Design fetch_unit_flat, sky130hd; sources not shown.
Placed standard cells:
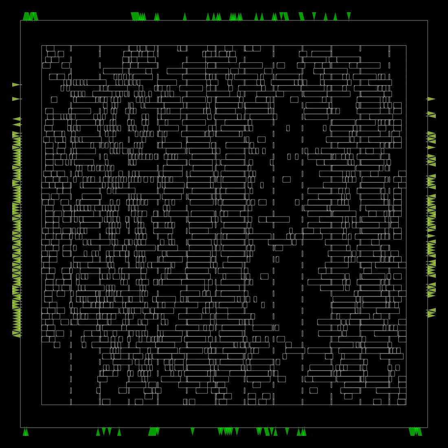
sequential share of cell area: 0.507
site row count: 63

Cells by drive strength:
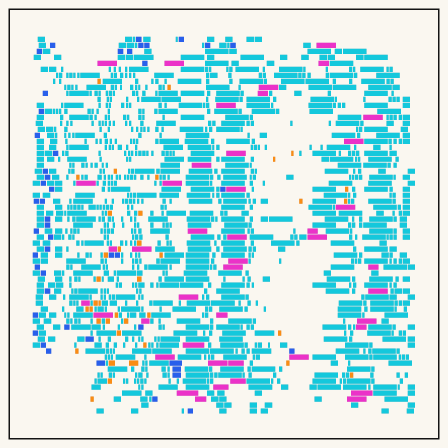
| color | size | cells | share |
|---|---|---|---|
| blue | x3 and x4 | 47 | 3.6% |
| orange | x2 | 37 | 2.9% |
| cyan | x1 and smaller | 1,165 | 90% |
| magenta | x6 and larger | 43 | 3.3% |
Repair and plain buffers: 285
P&R area growth vs syn: 31.4%
setup ws final: 1970 ps
Finished Cell Area: 14,400 sq um

Local utilization:
19 x 19 tiles, from white (low) to dark blue (high), 0 to 100% covered.
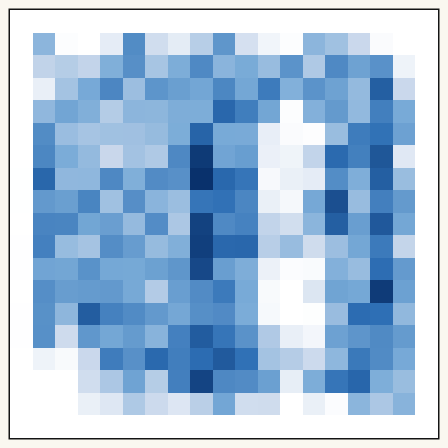
densest ninth of the die: center
tiles over 75% full: 7.8%
mean over tiles: 37%
nearly empty tiles: 24%
fullest tile: 100%
final core utilization: 0.482
FP Core Util: 0.367
Core Box Area: 29,800 sq um

Zoomed window:
Window x 136 to 156, y 136 to 156 um. Cells in gray, sequential cells in the stronger gray; small squares are vias.
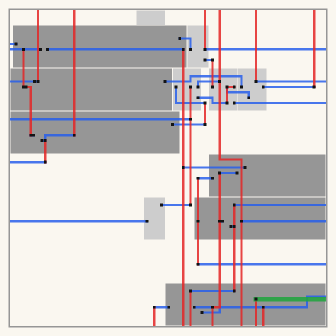
| color | layer |
|---|---|
| red | M2 |
| blue | M1 |
| green | M3 |
cells with their middle in the window: 11
most frequent: edfxtp_1 (6), nand3_1 (3)
sequential cells in the window: 6

I/O pins on the die edge:
Scale bar: 50 um. Pins as bars across the die edge, other pins in gray.
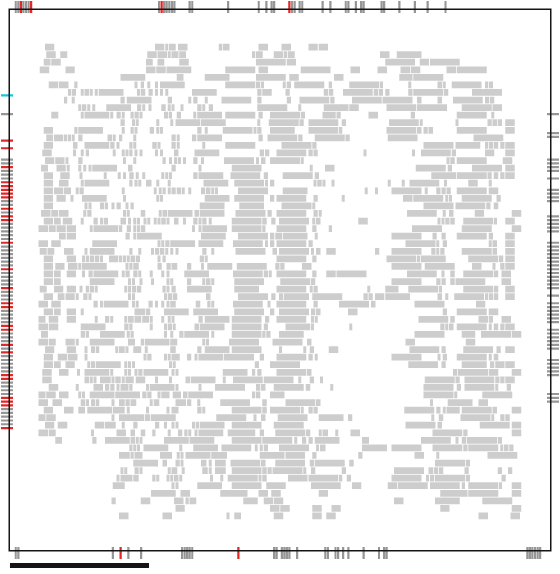
| color | port | pins | direction | edge |
|---|---|---|---|---|
| red | `bus_fetchPC` | 32 | output | 26 west, 4 north, 2 south |
| cyan | `clk` | 1 | input | west |
all pins by edge: 76 west, 51 east, 39 north, 35 south
die width: 194 um
number of port buffers: 190
Die Ht: 194 um

==> out/metrics.csv <==
stage;metric;value;unit
clock_tree;numClockSinks;254;
drt;firstDrtPassIters;5;
cells_and_area;num_antenna_cells;0;
clock_tree;cts_buffer_depth;3;
cells_and_area;num-multi-input-gates;642;
synthesis;common_cells;270 x nand2_1, 253 x nand3_1, 186 x edfxtp_1;
timing;relSlewSlack;0.419;
drt;ant_nets;0;
synthesis;top_area_frac;0.511;
pwr;peakVddDrop;0.000243;V
critical_path;rrSetupSlack;3830;ps
synthesis;syn_inst;1039;
clock_tree;cts_buffers;27;
clock_tree;cts_setup_buffers;0;
global_route;grt_antenna_before_repair;1;
synthesis;yosysChipArea;10900;sq um
drt;vias;7906;
clock_tree;clkLatencyLatePin;530;ps
drt;drc;0;
synthesis;top_logic_kind;simple AND/OR/NAND/NOR gates;
timing;finalCritPeriodShare;0.682;
cells_and_area;largest_reg_flops;96;
global_route;grt_use_total;0.151;
critical_path;critPathRequiredTime;4760;ps
clock_tree;ctsHtreeMaxLevel;1;
clock_tree;cts_tree;done;
drt;wl_met3;2170;um
cells_and_area;clk_share;0.0573;
timing;rsz0062_at_grt;no;
global_route;grt_pass1_vias;7952;
synthesis;most_common_cell;nand2_1;
drt;route.met2.wl;13800;um
critical_path;slowest_stage;clkdlybuf4s50_1;
synthesis;yosys_warnings;0;
status;status;finished clean;
critical_path;startpoint_type;flip-flop;
cells_and_area;signal_buffer_area_fraction;0.180;
placement;post-place-ws;2170;ps
timing;setup-tns-final;0;ps
timing;max_freq;237;MHz
timing;hold_slack;289;ps
die;die_area;37700;sq um
cells_and_area;lay_top_count;nand2_1;
global_route;grt_max_degree;69;
synthesis;largest_area_cell;edfxtp_1;
min_path;hold_depth;0;
synthesis;ys_sh_simple;0.235;
cells_and_area;combGateArea;2940;sq um
pwr;pg_seq;2.14;mW
critical_path;critical_path_class;reg2out;
synthesis;ys_cells;1039;
drt;post_drt_wl_per_cell;17.6;um
cells_and_area;sh_comb_area;0.205;
synthesis;adder_share;0.00344;
critical_path;end_kind;output port;
critical_path;path_cells;clkbuf_1, inv_2, clkbuf_1, nand3_1, nand3_1, clkdlybuf4s50_1;
critical_path;critPathTopFamily;buffers and inverters;
placement;dpl_cell_area;13500;sq um
synthesis;syn_area_per_cell;10.5;sq um
die;taps;390;
global_route;grt_use_met3;0.0444;
cells_and_area;num-clock-buffers;39;
synthesis;ys.flops;254;
timing;layout_min_cycle_time;4230;ps
global_route;use_met1;0.190;
pwr;p_int;3.29;mW
Power figures rest on the tool's default switching activity, not on a simulated workload.
